File: src/rtl/pts_tx_controller.sv
// Async serial transmit sequencer for a flex parallel-to-serial shift register.
// Frames each accepted word as start bit, NUM_BITS data bits and STOP_BITS stop bits.
module pts_tx_controller #(
  parameter int NUM_BITS     = 8,
  parameter int CLKS_PER_BIT = 10,
  parameter int STOP_BITS    = 1
) (
  input  logic                clk,
  input  logic                n_rst,
  input  logic                tx_valid,
  input  logic [NUM_BITS-1:0] tx_data,
  output logic                tx_ready,
  output logic [NUM_BITS-1:0] sr_data,
  output logic                load_enable,
  output logic                shift_enable,
  input  logic                sr_serial,
  output logic                tx_line,
  output logic                tx_busy,
  output logic                tx_done
);

  localparam int TW = $clog2(CLKS_PER_BIT * STOP_BITS + 1);
  localparam int CW = $clog2(NUM_BITS + 1);

  localparam logic [TW-1:0] BIT_LAST  = TW'(CLKS_PER_BIT - 1);
  localparam logic [TW-1:0] STOP_LAST = TW'(CLKS_PER_BIT * STOP_BITS - 1);
  localparam logic [CW-1:0] CNT_LAST  = CW'(NUM_BITS - 1);

  typedef enum logic [2:0] {
    S_IDLE,
    S_LOAD,
    S_START,
    S_DATA,
    S_STOP,
    S_DONE
  } state_t;

  state_t        r_state;
  state_t        w_next;
  logic [TW-1:0] r_bit_timer;
  logic [CW-1:0] r_bit_count;
  logic          w_bit_end;
  logic          w_stop_end;

  assign w_bit_end  = (r_bit_timer == BIT_LAST);
  assign w_stop_end = (r_bit_timer == STOP_LAST);

  always_ff @(posedge clk or negedge n_rst) begin
    if (!n_rst) r_state <= S_IDLE;
    else        r_state <= w_next;
  end

  always_comb begin
    w_next       = r_state;
    tx_ready     = 1'b0;
    load_enable  = 1'b0;
    shift_enable = 1'b0;
    tx_line      = 1'b1;
    tx_busy      = 1'b1;
    tx_done      = 1'b0;
    case (r_state)
      S_IDLE: begin
        tx_ready = 1'b1;
        tx_busy  = 1'b0;
        if (tx_valid) w_next = S_LOAD;
      end
      S_LOAD: begin
        load_enable = 1'b1;
        w_next      = S_START;
      end
      S_START: begin
        tx_line = 1'b0;
        if (w_bit_end) w_next = S_DATA;
      end
      S_DATA: begin
        // Shift at the end of every bit period, including the last data bit.
        tx_line      = sr_serial;
        shift_enable = w_bit_end;
        if (w_bit_end && (r_bit_count == CNT_LAST)) w_next = S_STOP;
      end
      S_STOP: begin
        if (w_stop_end) w_next = S_DONE;
      end
      S_DONE: begin
        tx_done = 1'b1;
        w_next  = S_IDLE;
      end
      default: w_next = S_IDLE;
    endcase
  end

  always_ff @(posedge clk or negedge n_rst) begin
    if (!n_rst) begin
      r_bit_timer <= '0;
      r_bit_count <= '0;
    end else begin
      case (r_state)
        S_START: r_bit_timer <= w_bit_end ? '0 : r_bit_timer + 1'b1;
        S_DATA: begin
          if (w_bit_end) begin
            r_bit_timer <= '0;
            r_bit_count <= (r_bit_count == CNT_LAST) ? '0 : r_bit_count + 1'b1;
          end else begin
            r_bit_timer <= r_bit_timer + 1'b1;
          end
        end
        S_STOP: r_bit_timer <= w_stop_end ? '0 : r_bit_timer + 1'b1;
        default: begin
          r_bit_timer <= '0;
          r_bit_count <= '0;
        end
      endcase
    end
  end

  always_ff @(posedge clk or negedge n_rst) begin
    if (!n_rst)                          sr_data <= '0;
    else if (r_state == S_IDLE && tx_valid) sr_data <= tx_data;
  end

endmodule

File: config.mk
export PLATFORM = sky130hd
export DESIGN_NAME = pts_tx_controller
export DESIGN_NICKNAME = d
export VERILOG_FILES = /design/src/rtl/pts_tx_controller.sv
export SDC_FILE = /design/constraint.sdc
export NUM_CORES = 1
export LEC_CHECK = 0
export CORE_MARGIN = 4
export CORE_UTILIZATION = 46
export DETAILED_ROUTE_END_ITERATION = 12
export PLACE_DENSITY_LB_ADDON = 0.05
export SYNTH_ARGS = -nofsm -noshare
export SYNTH_HDL_FRONTEND = slang
export SYNTH_SLANG_ARGS = --single-unit
File: constraint.sdc
create_clock -name clk -period 1.9 [get_ports clk]
set_input_delay 0.38 -clock clk [delete_from_list [all_inputs] [get_ports clk]]
set_output_delay 0.38 -clock clk [all_outputs]
set_load 0.005 [all_outputs]
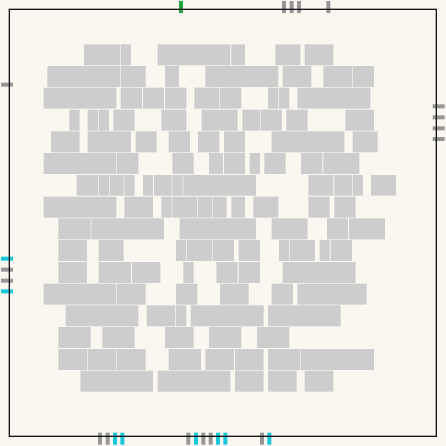
(run_1/io_placement.png)
(8 px per um) Pins as bars across the die edge, other pins in grey.
| colour | port | pins | direction | edge |
|---|---|---|---|---|
| cyan | `sr_data` | 8 | output | 6 bottom, 2 left |
| green | `shift_enable` | 1 | output | top |
all pins by edge: 12 bottom, 5 left, 5 top, 4 right

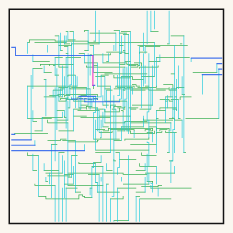
(run_1/wires.png)
(4 px per um)
| colour | layer | wire length |
|---|---|---|
| magenta | metal 4 | 7.50 um |
| cyan | metal 2 | 1080 um |
| green | metal 1 | 808 um |
| blue | metal 3 | 85.5 um |

==> impl_metrics.csv, run 1 <==
group,metric,value,unit
cells_and_area,postLayoutCoreUtil,0.695,
setup_path,critPathArrivalTime,1.42,ns
synthesis,async_flop_share,1.00,
run_status,status,"complete, no violations",
setup_path,r2r_cells,7,
routing,met2_length,1080,um
synthesis,yosys.area_share.adder,0.0399,
synthesis,top_area_frac,0.506,
setup_path,max_stage_delay,0.51,ns
power,switchingPower,145,uW
worst_hold_path,holdCritPathClass,"input pin to async pin",
setup_path,cp.required,1.52,ns
cells_and_area,diodes,0,
place,dp_slack,0.0466,ns
cells_and_area,nClkBuffers,4,
global_route,grtUsageMet1,0.202,
global_route,use_met3,0.0394,
routing,viasPerCell,5.05,
global_route,grtUsageTotal,0.171,
synthesis,synthXorXnorAreaFrac,0.0280,
routing,first_pass_iters,4,
place,place_congestion,0.806,
floorplan,die-area,0.00283,sq mm
cts,cts_resized,7,
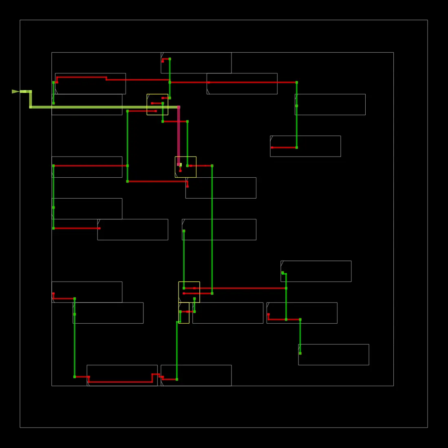
(run_1/clocks.png)
clock-net power: 205 uW
Sink Count: 19
clk latency late pin: 0.30 ns

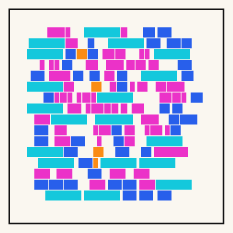
(run_1/placement_by_type.png)
(4 px per um)
| colour | class | cells | share of their area |
|---|---|---|---|
| blue | remaining buffers and delay cells | 41 | 28% |
| magenta | combinational and other logic | 59 | 34% |
| cyan | sequential cells | 19 | 36% |
| orange | clock drivers and dummy loads | 4 | 2.0% |

==> run 2, diff against run 1 <==
Settings changed: SETUP_SLACK_MARGIN set to 0.1.
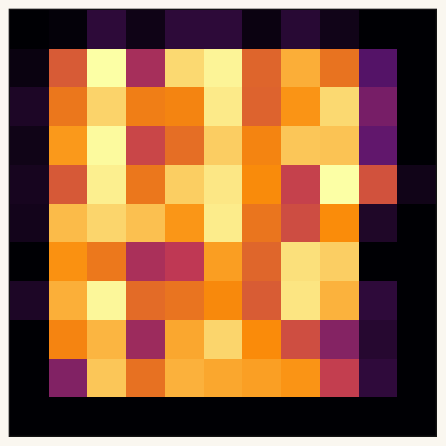
(run_2/cell_density.png)
(8 px per um) The die is cut into 11 by 11 equal tiles; black is low, pale yellow is high, 0 to 100% covered.
tiles over 75% full: 31%
fullest tile: 100%
emptiest ninth of the die: lower right
densest ninth of the die: centre
nearly empty tiles: 22%
mean over tiles: 47%
Final Util: 0.706
fp util: 0.484
core footprint: 0.00194 sq mm

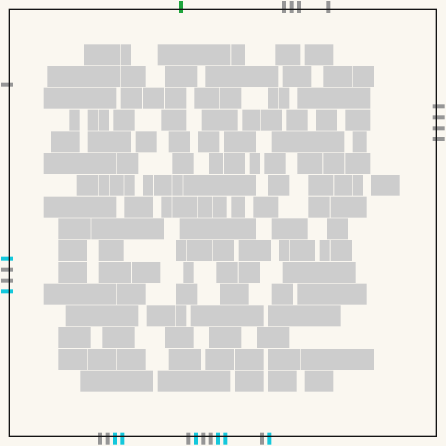
(run_2/io_placement.png)
(8 px per um) Pins as bars across the die edge, other pins in grey.
| colour | port | pins | direction | edge |
|---|---|---|---|---|
| cyan | `sr_data` | 8 | output | 6 bottom, 2 left |
| green | `shift_enable` | 1 | output | top |

==> impl_metrics.csv, run 2 <==
group,metric,value,unit
global_route,grt_max_degree,20,
routing,first_pass_iters,4,
global_route,grtUsageMet1,0.206,
synthesis,async_flop_share,1.00,
cts,clk_latency,0.30,ns
setup_path,r2r_cells,8,
worst_hold_path,holdCritPathClass,"input pin to async pin",
setup_path,max_stage_delay,0.39,ns
place,place_congestion,0.806,
global_route,use_met3,0.0394,
cts,clock_sinks,19,
cells_and_area,nClkBuffers,4,
routing,met2_length,1080,um
cells_and_area,largest_class,"flip-flops and latches",
floorplan,die-area,0.00283,sq mm
power,switchingPower,147,uW
run_status,status,"complete, no violations",
power,pg_clk,206,uW
final_timing,setup_viol,0,
cts,cts_resized,12,
routing,viasPerCell,5.06,
synthesis,synthMostInstantiatedCell,"dfrtp_1",
synthesis,top_area_frac,0.506,
setup_path,cp.required,1.52,ns
place,dp_slack,0.0466,ns
global_route,grtUsageTotal,0.173,
cells_and_area,diodes,0,
final_timing,rsz0062_at_grt,"yes",
synthesis,yosys.area_share.adder,0.0399,
setup_path,r2r_setup_slack,0.21,ns
setup_path,critPathArrivalTime,1.40,ns
==> run 3, diff against run 2 <==
Settings changed: SLEW_MARGIN set to 30.
==> impl_metrics.csv, run 3 <==
group,metric,value,unit
final_timing,setup_viol,0,
synthesis,ys.flops,19,
cells_and_area,sh_comb_area,0.322,
cts,clock_sinks,19,
synthesis,async_flop_share,1.00,
final_timing,hold_violations,0,
floorplan,die-area,0.00283,sq mm
synthesis,yosys.area_share.adder,0.0399,
global_route,grt_max_degree,20,
global_route,grtUsageTotal,0.173,
setup_path,r2r_cells,8,
synthesis,synthXorXnorAreaFrac,0.0280,
floorplan,ios,26,
cts,clk_latency,0.30,ns
routing,first_pass_iters,4,
setup_path,cp_cell_sequence,"inv_1 -> ha_2 -> and4b_1 -> and2_4 -> buf_6",
place,place_congestion,0.806,
setup_path,max_stage_delay,0.39,ns
cells_and_area,largest_class,"flip-flops and latches",
routing,met2_length,1080,um
cells_and_area,area_growth,45.9,%
power,pg_clk,206,uW
place,hpwlAfterDp,1500,um
cts,cts.clk_slew.worst_paths,0.11,ns
power,switchingPower,147,uW
global_route,use_met3,0.0394,
run_status,status,"complete, no violations",
cells_and_area,postLayoutCoreUtil,0.706,
floorplan,fp-utilization,0.484,
setup_path,r2r_setup_slack,0.21,ns
synthesis,top_area_frac,0.506,
worst_hold_path,holdCritPathClass,"input pin to async pin",
floorplan,core_area,0.00194,sq mm
final_timing,fin_crit_sh,0.936,
final_timing,rsz0062_at_grt,"yes",
setup_path,cp.required,1.52,ns
setup_path,critPathArrivalTime,1.40,ns
routing,viasPerCell,5.06,
place,dp_slack,0.0466,ns
cells_and_area,diodes,0,
synthesis,synth_cell_types,31,
global_route,grtUsageMet1,0.206,
final_timing,slew_headroom,0.656,
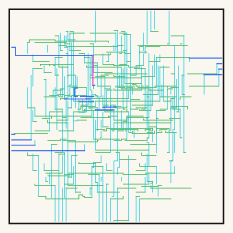
(run_3/wires.png)
(4 px per um)
| colour | layer | wire length |
|---|---|---|
| blue | metal 3 | 90.8 um |
| green | metal 1 | 824 um |
| magenta | metal 4 | 7.50 um |
| cyan | metal 2 | 1080 um |

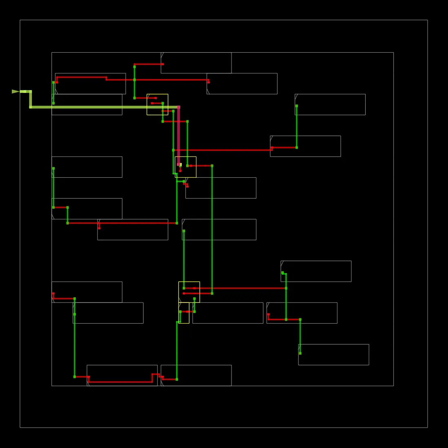
(run_3/clocks.png)
clock buffer count from CTS: 3
clock buf count: 4
sequential cells: 19
clock skew: 0.0111 ns

Power and IR drop assume default switching activity.
